File: src/rtl/data_sampler_pkg.sv
// -----------------------------------------------------------------------------
// data_sampler_pkg
// Shared types and constants for the data_sampler readout sequencer.
//   state_t       : sequencer states (ST_HDR is only reachable when the
//                   DATA_SAMPLER_READOUT_HEADER_EN macro is defined)
//   DEF_*         : default parameter values for data_sampler_readout_ctrl
//   HDR_*         : header word layout for the default widths
//   cnt_width()   : bits needed to hold a counter value 0..max_val
// -----------------------------------------------------------------------------
package data_sampler_pkg;

  typedef enum logic [2:0] {
    ST_IDLE    = 3'd0,
    ST_ARMED   = 3'd1,
    ST_TRIG    = 3'd2,
    ST_READ    = 3'd3,
    ST_HOLDOFF = 3'd4,
    ST_FLUSH   = 3'd5,
    ST_HDR     = 3'd6
  } state_t;

  localparam int DEF_DOUT_WIDTH     = 32;
  localparam int DEF_NWORDS_WIDTH   = 16;
  localparam int DEF_TRIG_CYCLES    = 1;
  localparam int DEF_HOLDOFF_CYCLES = 16;
  localparam int DEF_TIMEOUT_CYCLES = 1024;
  localparam int DEF_EVCNT_WIDTH    = 16;

  // Header word: {event count, word count}; word count occupies the low bits.
  localparam int HDR_NW_LSB = 0;
  localparam int HDR_EV_LSB = DEF_NWORDS_WIDTH;
  localparam int HDR_EV_W   = DEF_DOUT_WIDTH - DEF_NWORDS_WIDTH;

  function automatic int cnt_width(input int max_val);
    return (max_val < 1) ? 1 : $clog2(max_val + 1);
  endfunction

endpackage

File: src/rtl/readout_timeout_cnt.sv
// -----------------------------------------------------------------------------
// readout_timeout_cnt
// Clear/increment counter with a terminal flag; used for the TRIG width,
// holdoff and starvation timers. The count stops at LIMIT so it never wraps.
//   clk, rst : clock, asynchronous active-high reset
//   clr      : synchronous clear (wins over inc)
//   inc      : count up by one while below LIMIT
//   term     : count == LIMIT
// -----------------------------------------------------------------------------
module readout_timeout_cnt #(
  parameter int WIDTH = 4,
  parameter int LIMIT = 15
) (
  input  logic clk,
  input  logic rst,
  input  logic clr,
  input  logic inc,
  output logic term
);

  logic [WIDTH-1:0] cnt_q;

  assign term = (cnt_q == WIDTH'(LIMIT));

  always_ff @(posedge clk or posedge rst) begin
    if (rst) begin
      cnt_q <= '0;
    end else if (clr) begin
      cnt_q <= '0;
    end else if (inc && !term) begin
      cnt_q <= cnt_q + WIDTH'(1);
    end
  end

endmodule

File: src/rtl/data_sampler_readout_ctrl.sv
// -----------------------------------------------------------------------------
// data_sampler_readout_ctrl
// Sequencer for data_sampler_fifo: pulses TRIG on START or an EXT_TRIG rising
// edge, drains NWORDS words from the sampler's FWFT DOUT FIFO into a
// valid/ready stream with LAST framing, then holds off before re-arming.
// Starvation timeout and ABORT both end in FLUSH, which discards whatever is
// left in the FIFO.
//
// Optional build macro: DATA_SAMPLER_READOUT_HEADER_EN
//   defined   : one header word {EVCNT, nw} is streamed before the data words
//   undefined : the stream carries data words only
//
// Ports
//   CLK, RESET          clock, asynchronous active-high reset
//   START               run one event (or start a continuous run) from IDLE
//   CONTINUOUS          re-arm after holdoff instead of returning to IDLE
//   EXT_TRIG_EN         wait for an EXT_TRIG rising edge before TRIG
//   EXT_TRIG            external trigger level (CLK-synchronous)
//   ABORT               abandon the current event, flush the FIFO
//   NWORDS              words per event, latched at START
//   TRIG                trigger pulse to the sampler (registered)
//   FIFO_DOUT/EMPTY     sampler DOUT side (first-word-fall-through)
//   FIFO_RDEN           sampler DOUT read enable
//   M_DATA/VALID/LAST   stream output, M_READY stream back-pressure
//   BUSY                sequencer not idle
//   DONE                one-cycle pulse on normal event completion
//   TIMEOUT_ERR         sticky starvation flag, cleared by START
//   EVCNT               completed-event count (wraps)
// -----------------------------------------------------------------------------
module data_sampler_readout_ctrl
  import data_sampler_pkg::*;
#(
  parameter int DOUT_WIDTH     = DEF_DOUT_WIDTH,
  parameter int NWORDS_WIDTH   = DEF_NWORDS_WIDTH,
  parameter int TRIG_CYCLES    = DEF_TRIG_CYCLES,
  parameter int HOLDOFF_CYCLES = DEF_HOLDOFF_CYCLES,
  parameter int TIMEOUT_CYCLES = DEF_TIMEOUT_CYCLES,
  parameter int EVCNT_WIDTH    = DEF_EVCNT_WIDTH
) (
  input  logic                    CLK,
  input  logic                    RESET,
  input  logic                    START,
  input  logic                    CONTINUOUS,
  input  logic                    EXT_TRIG_EN,
  input  logic                    EXT_TRIG,
  input  logic                    ABORT,
  input  logic [NWORDS_WIDTH-1:0] NWORDS,
  output logic                    TRIG,
  input  logic [DOUT_WIDTH-1:0]   FIFO_DOUT,
  input  logic                    FIFO_EMPTY,
  output logic                    FIFO_RDEN,
  output logic [DOUT_WIDTH-1:0]   M_DATA,
  output logic                    M_VALID,
  output logic                    M_LAST,
  input  logic                    M_READY,
  output logic                    BUSY,
  output logic                    DONE,
  output logic                    TIMEOUT_ERR,
  output logic [EVCNT_WIDTH-1:0]  EVCNT
);

  state_t                  state_q;
  logic                    trig_q;
  logic                    done_q;
  logic                    terr_q;
  logic                    ext_q;
  logic [NWORDS_WIDTH-1:0] nw_q;
  logic [NWORDS_WIDTH-1:0] wcnt_q;
  logic [EVCNT_WIDTH-1:0]  evcnt_q;

  logic                    m_valid;
  logic                    m_last;
  logic [DOUT_WIDTH-1:0]   m_data;
  logic                    rden;
  logic                    xfer;
  logic [NWORDS_WIDTH-1:0] nw_last;
  logic                    trig_term;
  logic                    hold_term;
  logic                    to_term;

  // Stream handshake: a word moves on every cycle where M_VALID && M_READY are
  // both high. M_VALID never waits for M_READY, and M_DATA/M_LAST are held
  // stable while M_VALID is high and M_READY is low (FWFT head does not move
  // because FIFO_RDEN only fires on a transfer).
  assign xfer    = m_valid & M_READY;
  assign nw_last = nw_q - NWORDS_WIDTH'(1);

`ifdef DATA_SAMPLER_READOUT_HEADER_EN
  localparam int HDR_EVW = DOUT_WIDTH - NWORDS_WIDTH;
  logic [DOUT_WIDTH-1:0] hdr_word;
  assign hdr_word = {HDR_EVW'(evcnt_q), nw_q};
`endif

  // TRIG width: term is high in the last TRIG cycle.
  readout_timeout_cnt #(
    .WIDTH (cnt_width(TRIG_CYCLES)),
    .LIMIT (TRIG_CYCLES - 1)
  ) u_trig_cnt (
    .clk  (CLK),
    .rst  (RESET),
    .clr  (state_q != ST_TRIG),
    .inc  (state_q == ST_TRIG),
    .term (trig_term)
  );

  // Holdoff: term is high in the last holdoff cycle.
  readout_timeout_cnt #(
    .WIDTH (cnt_width(HOLDOFF_CYCLES)),
    .LIMIT (HOLDOFF_CYCLES - 1)
  ) u_hold_cnt (
    .clk  (CLK),
    .rst  (RESET),
    .clr  (state_q != ST_HOLDOFF),
    .inc  (state_q == ST_HOLDOFF),
    .term (hold_term)
  );

  // Starvation: counts consecutive READ cycles without a transfer; term in the
  // TIMEOUT_CYCLES-th such cycle. Header and flush cycles are never counted.
  readout_timeout_cnt #(
    .WIDTH (cnt_width(TIMEOUT_CYCLES)),
    .LIMIT (TIMEOUT_CYCLES - 1)
  ) u_to_cnt (
    .clk  (CLK),
    .rst  (RESET),
    .clr  ((state_q != ST_READ) | xfer),
    .inc  (state_q == ST_READ),
    .term (to_term)
  );

  always_comb begin
    m_valid = 1'b0;
    m_last  = 1'b0;
    m_data  = '0;
    rden    = 1'b0;
    case (state_q)
      ST_READ: begin
        m_valid = !FIFO_EMPTY;
        m_data  = FIFO_DOUT;
        m_last  = !FIFO_EMPTY && (wcnt_q == nw_last);
        rden    = !FIFO_EMPTY && M_READY;
      end
      ST_FLUSH: begin
        rden = !FIFO_EMPTY;
      end
`ifdef DATA_SAMPLER_READOUT_HEADER_EN
      ST_HDR: begin
        m_valid = 1'b1;
        m_data  = hdr_word;
        m_last  = (nw_q == '0);
      end
`endif
      default: ;
    endcase
  end

  always_ff @(posedge CLK or posedge RESET) begin
    if (RESET) begin
      state_q <= ST_IDLE;
      trig_q  <= 1'b0;
      done_q  <= 1'b0;
      terr_q  <= 1'b0;
      ext_q   <= 1'b0;
      nw_q    <= '0;
      wcnt_q  <= '0;
      evcnt_q <= '0;
    end else begin
      // Tracked in every state so a level already high on entry to ARMED
      // does not look like a fresh edge.
      ext_q  <= EXT_TRIG;
      done_q <= 1'b0;
      if (ABORT && (state_q != ST_IDLE) && (state_q != ST_FLUSH)) begin
        // A transfer in this cycle still happens combinationally; only the
        // completion bookkeeping (DONE, EVCNT) is skipped.
        state_q <= ST_FLUSH;
        trig_q  <= 1'b0;
      end else begin
        case (state_q)
          ST_IDLE: begin
            if (START) begin
              nw_q   <= NWORDS;
              terr_q <= 1'b0;
              if (EXT_TRIG_EN) begin
                state_q <= ST_ARMED;
              end else begin
                state_q <= ST_TRIG;
                trig_q  <= 1'b1;
              end
            end
          end
          ST_ARMED: begin
            if (EXT_TRIG && !ext_q) begin
              state_q <= ST_TRIG;
              trig_q  <= 1'b1;
            end
          end
          ST_TRIG: begin
            if (trig_term) begin
              trig_q <= 1'b0;
              wcnt_q <= '0;
`ifdef DATA_SAMPLER_READOUT_HEADER_EN
              state_q <= ST_HDR;
`else
              if (nw_q == '0) begin
                state_q <= ST_HOLDOFF;
                done_q  <= 1'b1;
                evcnt_q <= evcnt_q + EVCNT_WIDTH'(1);
              end else begin
                state_q <= ST_READ;
              end
`endif
            end
          end
`ifdef DATA_SAMPLER_READOUT_HEADER_EN
          ST_HDR: begin
            if (M_READY) begin
              if (nw_q == '0) begin
                state_q <= ST_HOLDOFF;
                done_q  <= 1'b1;
                evcnt_q <= evcnt_q + EVCNT_WIDTH'(1);
              end else begin
                state_q <= ST_READ;
              end
            end
          end
`endif
          ST_READ: begin
            if (xfer && m_last) begin
              state_q <= ST_HOLDOFF;
              done_q  <= 1'b1;
              evcnt_q <= evcnt_q + EVCNT_WIDTH'(1);
            end else if (xfer) begin
              wcnt_q <= wcnt_q + NWORDS_WIDTH'(1);
            end else if (to_term) begin
              state_q <= ST_FLUSH;
              terr_q  <= 1'b1;
            end
          end
          ST_HOLDOFF: begin
            if (hold_term) begin
              if (!CONTINUOUS) begin
                state_q <= ST_IDLE;
              end else if (EXT_TRIG_EN) begin
                state_q <= ST_ARMED;
              end else begin
                state_q <= ST_TRIG;
                trig_q  <= 1'b1;
              end
            end
          end
          ST_FLUSH: begin
            if (FIFO_EMPTY) begin
              state_q <= ST_IDLE;
            end
          end
          default: begin
            state_q <= ST_IDLE;
          end
        endcase
      end
    end
  end

  assign TRIG        = trig_q;
  assign FIFO_RDEN   = rden;
  assign M_DATA      = m_data;
  assign M_VALID     = m_valid;
  assign M_LAST      = m_last;
  assign BUSY        = (state_q != ST_IDLE);
  assign DONE        = done_q;
  assign TIMEOUT_ERR = terr_q;
  assign EVCNT       = evcnt_q;

endmodule

File: config.mk
export PLATFORM = sky130hd
export DESIGN_NAME = data_sampler_readout_ctrl
export DESIGN_NICKNAME = d
export VERILOG_FILES = /design/src/rtl/data_sampler_pkg.sv /design/src/rtl/readout_timeout_cnt.sv /design/src/rtl/data_sampler_readout_ctrl.sv
export SDC_FILE = /design/constraint.sdc
export NUM_CORES = 1
export LEC_CHECK = 0
export CORE_UTILIZATION = 40
export DETAILED_ROUTE_END_ITERATION = 10
export PLACE_DENSITY_LB_ADDON = 0.08
export SKIP_CTS_REPAIR_TIMING = 1
export SLEW_MARGIN = 20
export SYNTH_ARGS = -nofsm -noshare
export SYNTH_HDL_FRONTEND = slang
export SYNTH_SLANG_ARGS = --single-unit
File: constraint.sdc
create_clock -name CLK -period 3.59 [get_ports CLK]
set_clock_uncertainty 0.2 [all_clocks]
set_input_delay 0.5385 -clock CLK [delete_from_list [all_inputs] [get_ports CLK]]
set_output_delay 0.5385 -clock CLK [all_outputs]
set_load 0.05 [all_outputs]
Fig. 1: run 1, I/O nets highlighted
(2 px per um)
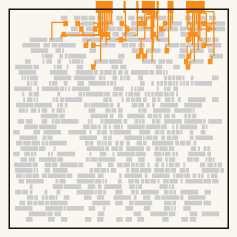
- `M_DATA`: orange (bits 32; direction output; edge top; end cells 32; buffers 32; wire 674 um)
Ports: 112
I/O Buffers: 111

Fig. 2: run 1, placement view
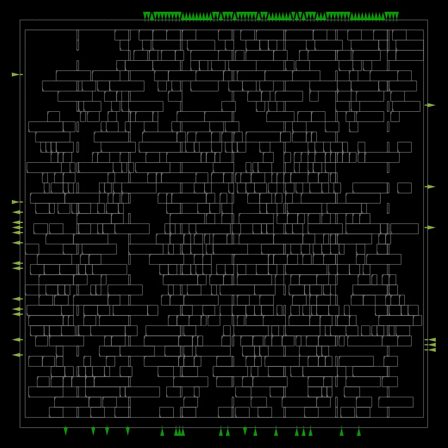
Flop Count: 72
# fillers: 925
non-filler cells in the finished layout: 753
site row count: 38

==> impl_metrics.json, run 1 <==
{
  "outcome": "finished, final reports clean",
  "seq_power_w": 0.00126,
  "crit_slowest_cell": "or3b_4",
  "cts_buffers": 9,
  "ys_sh_adder": 0.0192,
  "power.internal_w": 0.00254,
  "whs_ps": 271,
  "antenna_found_initial": 0,
  "xor_share": 0.0884,
  "ctsRootBufferMaster": "clkbuf_16",
  "edf_count": 0,
  "route.met2.wl_um": 6020,
  "crit_type": "reg2out",
  "p_per_area_nw_per_um2": 664,
  "chipArea_sq_um": 11800,
  "critPathLaunch": "nw_q[0]$_DFFE_PP0P_",
  "cpLargestDelayFamily": "simple AND/OR/NAND/NOR gates",
  "wire_per_inst_um": 15.9,
  "leakage_nw": 2.93,
  "simple_gate_share": 0.287,
  "p_clk_frac": 0.221,
  "syn_area_sq_um": 4560,
  "cts.sinks": 72,
  "fin_setup_tns_ps": 0,
  "area_growth_pct": 43.7,
  "p_seq_frac": 0.289,
  "fin_crit_ps": 3460,
  "gp_congestion": 0.846,
  "rr_endpoint": "EVCNT[12]$_DFFE_PP0P_",
  "clk_pin_slew_ps": 60,
  "syn_nets": 562,
  "endpoint": "M_LAST",
  "ys_seq_share": 0.395,
  "dr.max_layer_used": "met4",
  "ys_top_logic_family": "simple AND/OR/NAND/NOR gates",
  "total_power_w": 0.00435,
  "fp.dieH_um": 109,
  "crit_required_ps": 2850,
  "path_cells": "inv_1 > ha_1 > or3b_4 > or3_1 > a31oi_2 > o221ai_2 > nor2_2 > and2_4 > buf_12",
  "syn_avg_cell_area_sq_um": 9.15,
  "worstHoldStart": "EVCNT[15]$_DFFE_PP0P_",
  "ff2ff_setup_slack_ps": 370,
  "setup_viol": 0,
  "crit_fanout": 7,
  "cp.arrival_ps": 2720,
  "wl_met3_um": 528,
  "placed_area_sq_um": 6170,
  "min_to": "EVCNT[15]$_DFFE_PP0P_",
  "fmax_mhz": 289,
  "totalWireLength_um": 12000,
  "crit_cells": 9,
  "detail-route-antenna-nets": 0,
  "cp-start-kind": "flip-flop",
  "htree_levels": 3,
  "avgViaCountPerCell": 5.48,
  "flop_area_sq_um": 1800,
  "dp_slack_ps": 225,
  "maxPowerGroup": "combinational cells",
  "hpwl_um": 8890,
  "cts_max_path_buffers": 2,
  "final_cell_area_sq_um": 6550,
  "final-hold-violation-count": 0,
  "crit_buf_inv": 2,
  "switching_power_w": 0.00181,
  "synth_top_area_share": 0.395,
  "synthArstFlopShare": 1.00,
  "synthAoiAreaFrac": 0.109,
  "reg2reg_depth": 7,
  "pg_comb_w": 0.00213,
  "tritoncts": "done",
  "tool_warnings": 27,
  "synth-seq-cells": 72,
  "swShare": 0.417
}
Fig. 3: run 1, I/O pins on the die edge
(4 px per um) Pins as bars across the die edge, other pins in gray.
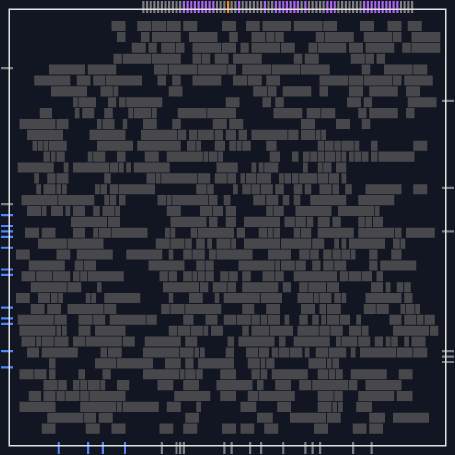
- `EVCNT`: blue (pins 16; direction output; edge 12 left, 4 bottom)
- `M_READY`: orange (pins 1; direction input; edge top)
- `M_DATA`: purple (pins 32; direction output; edge top)

Fig. 4: run 1, the metal 2 layer
(4 px per um)
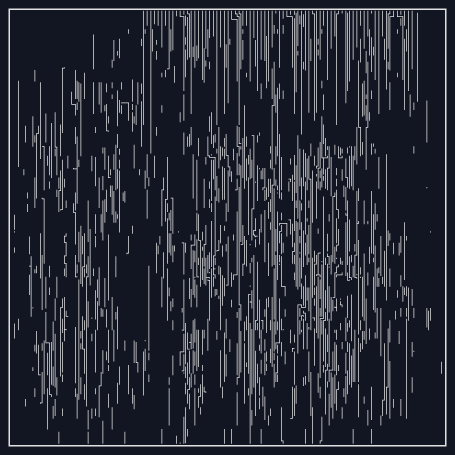
- main direction: vertical
- share of all routed wire: 50%
Vias: 4128
GR Layer Usage met2: 0.352

run 1: final cells by class:
type	count	area share
clock buffer	9	0.0344
clock inverter	6	0.0143
inverter	20	0.0115
multi-input combinational	379	0.396
sequential	72	0.275
tap	140	0.0267
timing repair buffer	127	0.242
run 1: flip-flops by register name, indices dropped and copies added, names as in the netlist:
signal,flops
state_q,3
u_to_cnt.cnt_q,11
u_hold_cnt.cnt_q,5
TIMEOUT_ERR,1
TRIG,1
wcnt_q,16
DONE,1
EVCNT,16
nw_q,16
ext_q,1
u_trig_cnt.cnt_q,1
run 1: routing by layer:
| metal | track usage | vias to the layer above |
|---|---|---|
| met5 | 0 | - |
| met4 | 0.0627 | 0 |
| met3 | 0.0377 | 11 |
| met2 | 0.352 | 109 |
| met1 | 0.278 | 2006 |
| li1 | - | 2002 |
==> inputs of run 2 (changes only) <==
clock period = 3.81 ns   (was 3.59 ns; I/O delays follow)
Fig. 5: run 2, metal layers overlaid
(2 px per um) Two of the layers only.
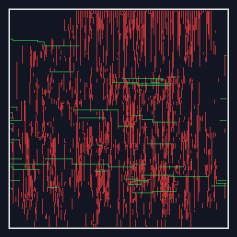
- met2: red (wire length 5830 um)
- met3: green (wire length 453 um)

Fig. 6: run 2, placement view
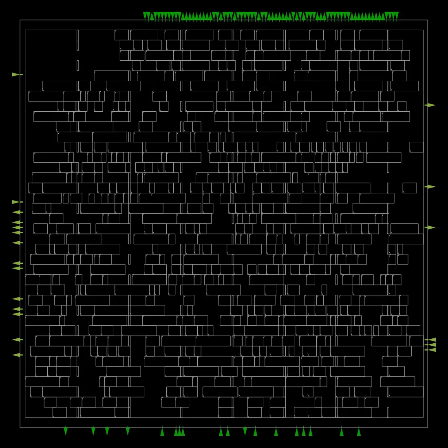
# fillers: 985
sequential share of cell area: 0.279
non-filler cells in the finished layout: 747
tap cells: 140
Util after Layout: 0.588

==> impl_metrics.json, run 2 <==
{
  "outcome": "finished, final reports clean",
  "totalWireLength_um": 11800,
  "chipArea_sq_um": 11800,
  "reg2reg_depth": 10,
  "ff2ff_setup_slack_ps": 430,
  "dp_slack_ps": 423,
  "setup_viol": 0,
  "xor_share": 0.0884,
  "leakage_nw": 2.89,
  "row_count": 38,
  "rr_endpoint": "EVCNT[12]$_DFFE_PP0P_",
  "p_seq_frac": 0.304,
  "final-hold-violation-count": 0,
  "ys_seq_share": 0.395,
  "clk_pin_slew_ps": 60,
  "syn_nets": 562,
  "min_to": "EVCNT[15]$_DFFE_PP0P_",
  "final_cell_area_sq_um": 6460,
  "swShare": 0.420,
  "crit_cells": 9,
  "crit_type": "reg2out",
  "wire_per_inst_um": 15.8,
  "avgViaCountPerCell": 5.43,
  "synthAoiAreaFrac": 0.109,
  "cts_buffers": 9,
  "path_cells": "inv_1 > ha_1 > or3b_2 > or3_1 > a31oi_1 > o221ai_2 > nor2_2 > and2_1 > buf_12",
  "crit_slowest_cell": "or3b_2",
  "cts_max_path_buffers": 2,
  "htree_levels": 3,
  "fin_crit_ps": 3680,
  "seq_power_w": 0.00120,
  "tool_warnings": 27,
  "cts.sinks": 72,
  "syn_area_sq_um": 4560,
  "num_io_pins": 112,
  "total_power_w": 0.00396,
  "crit_fanout": 7,
  "synth-seq-cells": 72,
  "p_per_area_nw_per_um2": 613,
  "power.internal_w": 0.00230,
  "worstHoldStart": "EVCNT[15]$_DFFE_PP0P_",
  "fp.dieH_um": 109,
  "endpoint": "M_LAST",
  "area_growth_pct": 41.8,
  "synth_top_area_share": 0.395,
  "tritoncts": "done",
  "crit_buf_inv": 2,
  "gp_congestion": 0.860,
  "via_count": 4054,
  "hpwl_um": 8870,
  "synthArstFlopShare": 1.00,
  "busiest_layer": "met2",
  "switching_power_w": 0.00167
}
[run 2: cell counts after synthesis]
Identical to the previous run, type by type.
[run 2: final cells by class]
class	instances	area [sq um]	area share
sequential	72	1800	0.279
tap	140	175	0.0271
inverter	20	75.1	0.0116
clock inverter	5	57.6	0.00891
timing repair buffer	121	1540	0.238
clock buffer	10	239	0.0370
multi-input combinational	379	2570	0.398
[run 2: worst register-to-register path, delay by kind of cell, from the launching register on]
family	cells	cell delay, ps
compound gates	3	560
xor+xnor	1	190
fa+ha+maj	1	220
buf+inv	1	120
flops	1	420
simple gates	4	1600
[run 2: per-layer routing]
metal	vias up	routed length (um)
met4	0	166
li1	2002	-
met2	81	5830
met1	1958	5320
met5	-	0
met3	13	452
